[src/rtl/nor_serial_adder_pkg.sv]
// Shared types and helpers for the digit-serial NOR adder/subtractor.
// Holds the FSM state encoding, the counter width function and the NOR cell model.
package nor_serial_adder_pkg;

    typedef enum logic [1:0] {
        IDLE,
        RUN,
        DONE
    } state_t;

    // Width of a counter that has to reach n-1; never narrower than one bit.
    function automatic int cnt_width(input int n);
        return (n <= 2) ? 1 : $clog2(n);
    endfunction

    function automatic logic nor2(input logic x, input logic y);
        return ~(x | y);
    endfunction

endpackage

[src/rtl/nor_adder_slice.sv]
// K-bit ripple adder slice built purely from two-input NOR cells,
// nine per bit in the classic NOR full-adder mapping.
module nor_adder_slice
    import nor_serial_adder_pkg::*;
#(
    parameter int K = 4
) (
    input  logic [K-1:0] a,
    input  logic [K-1:0] b,
    input  logic         cin,
    output logic [K-1:0] s,
    output logic         cout,
    output logic         c_msb
);

    logic [K:0] c;

    assign c[0] = cin;

    for (genvar i = 0; i < K; i++) begin : g_bit
        logic n1, n2, n3, x, n5, n6, n7;

        // First NOR triplet forms xnor(a, b); the second forms xnor(x, cin) = a ^ b ^ cin.
        assign n1       = nor2(a[i], b[i]);
        assign n2       = nor2(a[i], n1);
        assign n3       = nor2(b[i], n1);
        assign x        = nor2(n2, n3);
        assign n5       = nor2(x, c[i]);
        assign n6       = nor2(x, n5);
        assign n7       = nor2(c[i], n5);
        assign s[i]     = nor2(n6, n7);
        assign c[i+1]   = nor2(n1, n5);
    end

    assign cout  = c[K];
    assign c_msb = c[K-1];

endmodule

[src/rtl/nor_serial_adder.sv]
// W-bit adder/subtractor that processes K bits per clock through one NOR slice,
// with valid/ready handshakes on both the operand and result sides.
module nor_serial_adder
    import nor_serial_adder_pkg::*;
#(
    parameter int W = 16,
    parameter int K = 4
) (
    input  logic         clk,
    input  logic         rst,
    input  logic         in_valid,
    output logic         in_ready,
    input  logic [W-1:0] a,
    input  logic [W-1:0] b,
    input  logic         sub,
    output logic         out_valid,
    input  logic         out_ready,
    output logic [W-1:0] sum,
    output logic         cout,
    output logic         ovf
);

    localparam int N  = W / K;
    localparam int CW = cnt_width(N);

    if (W < 1 || K < 1 || K > W || (W % K) != 0) begin : g_bad_params
        $error("nor_serial_adder: need 1 <= K <= W and W %% K == 0 (W=%0d K=%0d)", W, K);
    end

    state_t          state_q, state_d;
    logic [CW-1:0]   cnt_q;
    logic [W-1:0]    a_q, b_q, sum_q;
    logic            carry_q, cout_q, ovf_q;
    logic [K-1:0]    slice_a, slice_b, slice_s;
    logic            slice_cout, slice_cmsb;
    logic            accept, last;

    assign in_ready  = (state_q == IDLE) && !rst;
    assign out_valid = (state_q == DONE);
    assign accept    = in_valid && in_ready;
    assign last      = (cnt_q == CW'(N - 1));

    assign slice_a = a_q[int'(cnt_q) * K +: K];
    assign slice_b = b_q[int'(cnt_q) * K +: K];

    nor_adder_slice #(.K(K)) u_slice (
        .a     (slice_a),
        .b     (slice_b),
        .cin   (carry_q),
        .s     (slice_s),
        .cout  (slice_cout),
        .c_msb (slice_cmsb)
    );

    always_comb begin
        // NOTE: state_d gets its default before the case so every path assigns it and no latch is inferred.
        state_d = state_q;
        unique case (state_q)
            IDLE:    if (accept)    state_d = RUN;
            RUN:     if (last)      state_d = DONE;
            DONE:    if (out_ready) state_d = IDLE;
            default:                state_d = IDLE;
        endcase
    end

    // NOTE: registers use non-blocking assignments so every flop samples pre-edge values.
    always_ff @(posedge clk) begin
        if (rst) begin
            state_q <= IDLE;
        end else begin
            state_q <= state_d;
        end
    end

    always_ff @(posedge clk) begin
        if (rst) begin
            cnt_q   <= '0;
            carry_q <= 1'b0;
            sum_q   <= '0;
            cout_q  <= 1'b0;
            ovf_q   <= 1'b0;
        end else if (accept) begin
            cnt_q   <= '0;
            carry_q <= sub;
            sum_q   <= '0;
        end else if (state_q == RUN) begin
            sum_q[int'(cnt_q) * K +: K] <= slice_s;
            carry_q <= slice_cout;
            cnt_q   <= last ? '0 : cnt_q + 1'b1;
            if (last) begin
                cout_q <= slice_cout;
                ovf_q  <= slice_cmsb ^ slice_cout;
            end
        end
    end

    // NOTE: operand registers carry no reset; they are always loaded on acceptance before being read.
    always_ff @(posedge clk) begin
        if (accept) begin
            a_q <= a;
            b_q <= sub ? ~b : b;
        end
    end

    assign sum  = sum_q;
    assign cout = cout_q;
    assign ovf  = ovf_q;

endmodule

[config.mk]
export PLATFORM = sky130hd
export DESIGN_NAME = nor_serial_adder
export DESIGN_NICKNAME = d
export VERILOG_FILES = /design/src/rtl/nor_serial_adder_pkg.sv /design/src/rtl/nor_adder_slice.sv /design/src/rtl/nor_serial_adder.sv
export SDC_FILE = /design/constraint.sdc
export NUM_CORES = 1
export LEC_CHECK = 0
export CAP_MARGIN = 20
export CORE_AREA = 3 3 86 64
export CTS_CLUSTER_SIZE = 8
export DETAILED_ROUTE_END_ITERATION = 6
export DIE_AREA = 0 0 89 67
export GPL_TIMING_DRIVEN = 0
export PLACE_DENSITY_LB_ADDON = 0.3
export SLEW_MARGIN = 20
export SYNTH_ARGS = -nofsm -noshare
export SYNTH_HDL_FRONTEND = slang
export SYNTH_SLANG_ARGS = --single-unit
[constraint.sdc]
create_clock -name clk -period 9.4 [get_ports clk]
set_input_delay 1.88 -clock clk [delete_from_list [all_inputs] [get_ports clk]]
set_output_delay 1.88 -clock clk [all_outputs]
set_load 0.01 [all_outputs]
Figure 1. Routing congestion (run 1).
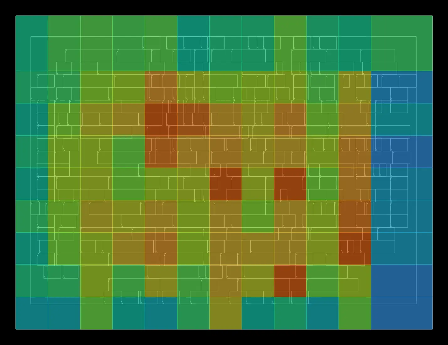
met3 Use GR: 5.19%
grt peak-use layer: met2
GR Util met1: 20.4%
met2 Usage GRT: 27.8%
average wire per standard cell: 14.7 um

Figure 2. Logic cells by family (run 1).
Drawn at 4 px/um.
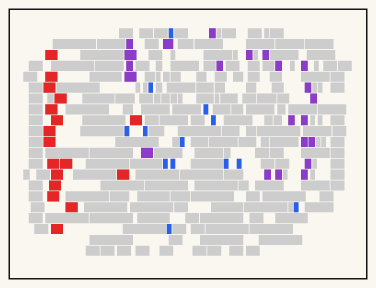
family	colour	cells
xor and xnor cells	red	17
aoi and oai cells	purple	22
inv cells	blue	13

==> flow_metrics.tcl, run 1 <==
# flow metrics
set metrics [dict create \
    final.period_utilization_pct 54.4 \
    diodes 0 \
    hold_violations 0 \
    crit_type "primary input to output port" \
    worst_path_dominant_cell_family "buffers and inverters" \
    ys_area_sq_um 2510 \
    ios 57 \
    final_area_sq_um 3270 \
    crit_path_frequent_cell "clkdlybuf4s50_1" \
    warning_count 31 \
    die_y_um 67 \
    track_usage_pct 16.6 \
    fin_nets 299 \
    synth-xor-area-share_pct 5.93 \
    grt_pass1_vias 1538 \
    status "complete, no violations" \
    final_antenna_net_count 0 \
    worstSetupStartpoint "rst" \
    syn-num-nets 237 \
    cp-endpoint "in_ready" \
    yosysSeqAreaShare_pct 56.6 \
    lay_top_count "clkdlybuf4s50_1" \
]
Figure 3. Wiring heat map (run 1).
Drawn at 4 px/um. 18 x 13 tiles, from white (low) to dark blue (high), scaled to the fullest tile. Values are wire area over tile area, all layers added.
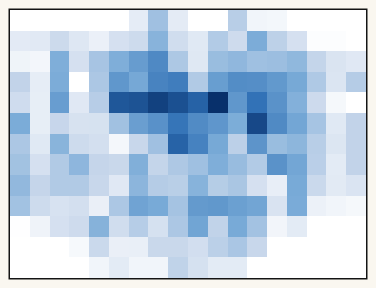
fullest tile	0.43
nearly empty tiles	17%
mean over tiles	0.12
densest ninth of the die	centre
emptiest ninth of the die	south-east

[run 1: where the power goes]
group	switching [mW]	internal, mW
Sequential	0.00265	0.265
Combinational	0.0331	0.0378
Clock	0.0760	0.106
Total	0.112	0.409
[run 1: layer usage]
| layer | global-route usage (%) | vias up | routed length, um |
|---|---|---|---|
| li1 | - | 798 | - |
| met2 | 27.8 | 38 | 2230 |
| met1 | 20.4 | 754 | 2070 |
| met4 | 5.58 | 0 | 59 |
| met5 | 0 | - | 0 |
| met3 | 5.19 | 6 | 209 |
[run 1: sequential cells by signal, summed over array words and instances, names as in the netlist]
register / cells
sum: 16
b_q: 16
state_q: 2
carry_q: 1
a_q: 16
cnt_q: 2
cout: 1
ovf: 1
[run 1: cell type report]
type	instances	area share (%)
sequential	55	43.5
inverter	13	1.49
timing repair buffer	55	16.8
buffer	10	1.76
clock buffer	5	2.10
multi-input combinational	112	30.1
tap	57	2.18
clock inverter	3	2.07
[run 1: cells by family (layout without fill, tap and decap cells)]
group / count (synthesis) / count (layout)
AND/OR/NAND/NOR: 50 / 50
buffers and inverters: 23 / 86
XOR/XNOR: 17 / 17
multiplexers: 12 / 12
flip-flops: 55 / 55
adder cells (fa/ha/maj): 10 / 10
AND-OR/OR-AND: 23 / 23
[run 1: metrics by stage]
step / worst slack [ns] / hold WS (ns) / util [%] / power, mW / std cells
6_report: 4.28 / 0.454 / 69.5 / 0.521 / 310
5_1_grt: 4.24 / 0.475 / 69.5 / 0.540 / 310
4_1_cts: 4.28 / 0.456 / 69.5 / 0.523 / 310
3_5_place_dp: 4.28 / 0.445 / 66.6 / 0.345 / 302
3_3_place_gp: 4.34 / 0.440 / 66.6 / 0.343 / 302
2_1_floorplan: 5.35 / 0.476 / - / 0.313 / 190
Figure 4. Nets reached from selected ports (run 1).
Drawn at 6 px/um.
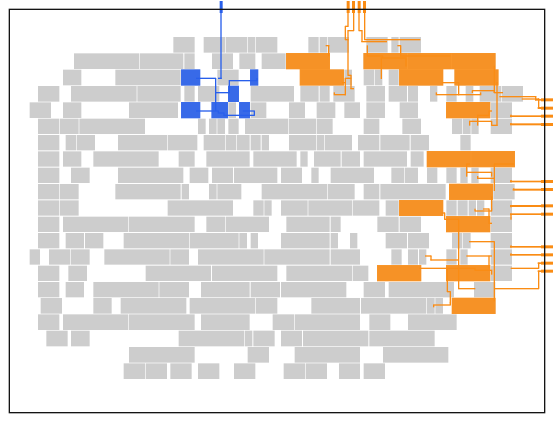

## Run 2: what changed since run 1
Settings changed: CORE_AREA 3 3 86 64 to 3 3 89 66, DIE_AREA 0 0 89 67 to 0 0 92 69.
Clock period 9.4 ns to 5.2 ns, I/O delays scaled along.
Figure 5. Nets reached from selected ports (run 2).
Drawn at 4 px/um.
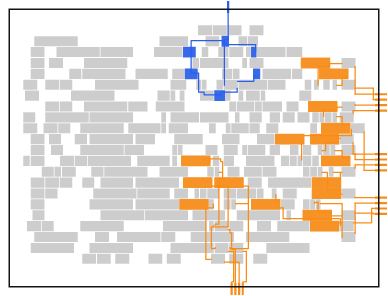
port	colour	direction	edge	end cells	buffers	wire
sum	orange	output	12 east, 4 south	16	16	359 um
rst	blue	input	north	6	1	71.6 um

==> flow_metrics.tcl, run 2 <==
# flow metrics
set metrics [dict create \
    status "complete, no violations" \
    crit_type "flop to flop" \
    top_usage_layer "met2" \
    grt_pass1_vias 1729 \
    syn-num-nets 237 \
    ys_area_sq_um 2510 \
    power_uw 856 \
    diodes 0 \
    track_usage_pct 16.0 \
    grt_use_met2_pct 26.9 \
    layout.cells.non_filler 325 \
    combPwrFrac_pct 15.2 \
    place_inst 317 \
    final_antenna_net_count 0 \
    switching_share_pct 23.2 \
    die_y_um 69 \
    drt-met1-wl_mm 2.13 \
    crit_path_frequent_cell "fa_1" \
    ios 57 \
    worst_path_dominant_cell_family "adder cells" \
    power_frac_clock_pct 28.3 \
    internal-power_uw 657 \
    wl_met2_mm 2.27 \
    final.period_utilization_pct 72.4 \
    met3WireLength_um 254 \
    globalRouteMet1Util_pct 21.0 \
    use_met3_pct 3.71 \
    final_area_sq_um 3250 \
    lay_top_count "clkdlybuf4s50_1" \
]
Figure 6. Routed clock nets over the placement (run 2).
Drawn at 4 px/um.
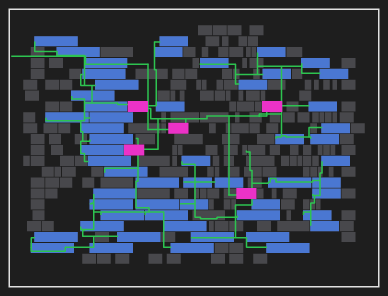
[clock wires] green | length: 584 um
[flip-flops] blue | count: 55
[clock-net drivers] magenta | count: 5
routed clock nets	6

## run 2: cells by family (layout without fill, tap and decap cells)
kind of cell,Yosys count,count (layout),share of synthesized area [%]
xor+xnor,17,17,5.93
compound gates,23,23,5.23
buf+inv,23,86,4.24
fa+ha+maj,10,10,6.18
mux,12,12,8.82
simple gates,50,50,13.0
flops,55,55,56.6
## run 2: power groups by stage
stage          logic (mW)  registers, mW  clock network, mW
4_1_cts             0.132          0.484              0.246
5_1_grt             0.145          0.485              0.262
2_1_floorplan      0.0736          0.493                  0
6_report            0.130          0.483              0.242
3_3_place_gp        0.130          0.493                  0
3_5_place_dp        0.131          0.494                  0
## run 2: cell type report
class	instances	area (sq um)
Timing Repair Buffer	55	551
Fill cell	418	1870
Sequential cell	55	1420
Multi-Input combinational cell	112	983
Inverter	13	48.8
Clock inverter	1	8.76
Clock buffer	7	86.3
Tap cell	72	90.1
Buffer	10	57.6
## run 2: how the worst max path moves through the flow
stage,startpoint,end,cells past startpoint
floorplan,cnt_q[1],sum[11],9
global placement,cnt_q[1],sum[11],9
CTS,cnt_q[1],sum[11],9
global route,cnt_q[1],sum[11],9
detailed placement,cnt_q[1],sum[11],9
finish,cnt_q[1],sum[11],9
## run 2: through the flow
stage / setup slack, ns / utilization (%) / hold WS [ns]
after global routing: 1.23 / 63.4 / 0.480
after CTS: 1.40 / 63.4 / 0.456
after detailed placement: 1.42 / 61.6 / 0.444
after floorplan: 1.92 / - / 0.476
final: 1.44 / 63.4 / 0.452
after global placement: 1.46 / 61.5 / 0.440
## run 2: worst register-to-register path, delay by kind of cell (launching register included)
family                     cells  cell delay [ns]
AOI/OAI and AO/OA              1             0.14
and+or+nand+nor                1             0.49
buffers and inverters          2             0.56
muxes                          1             0.33
DFF                            1             0.40
adders and majority gates      4             1.78
Power is estimated from default activity; no workload was simulated.
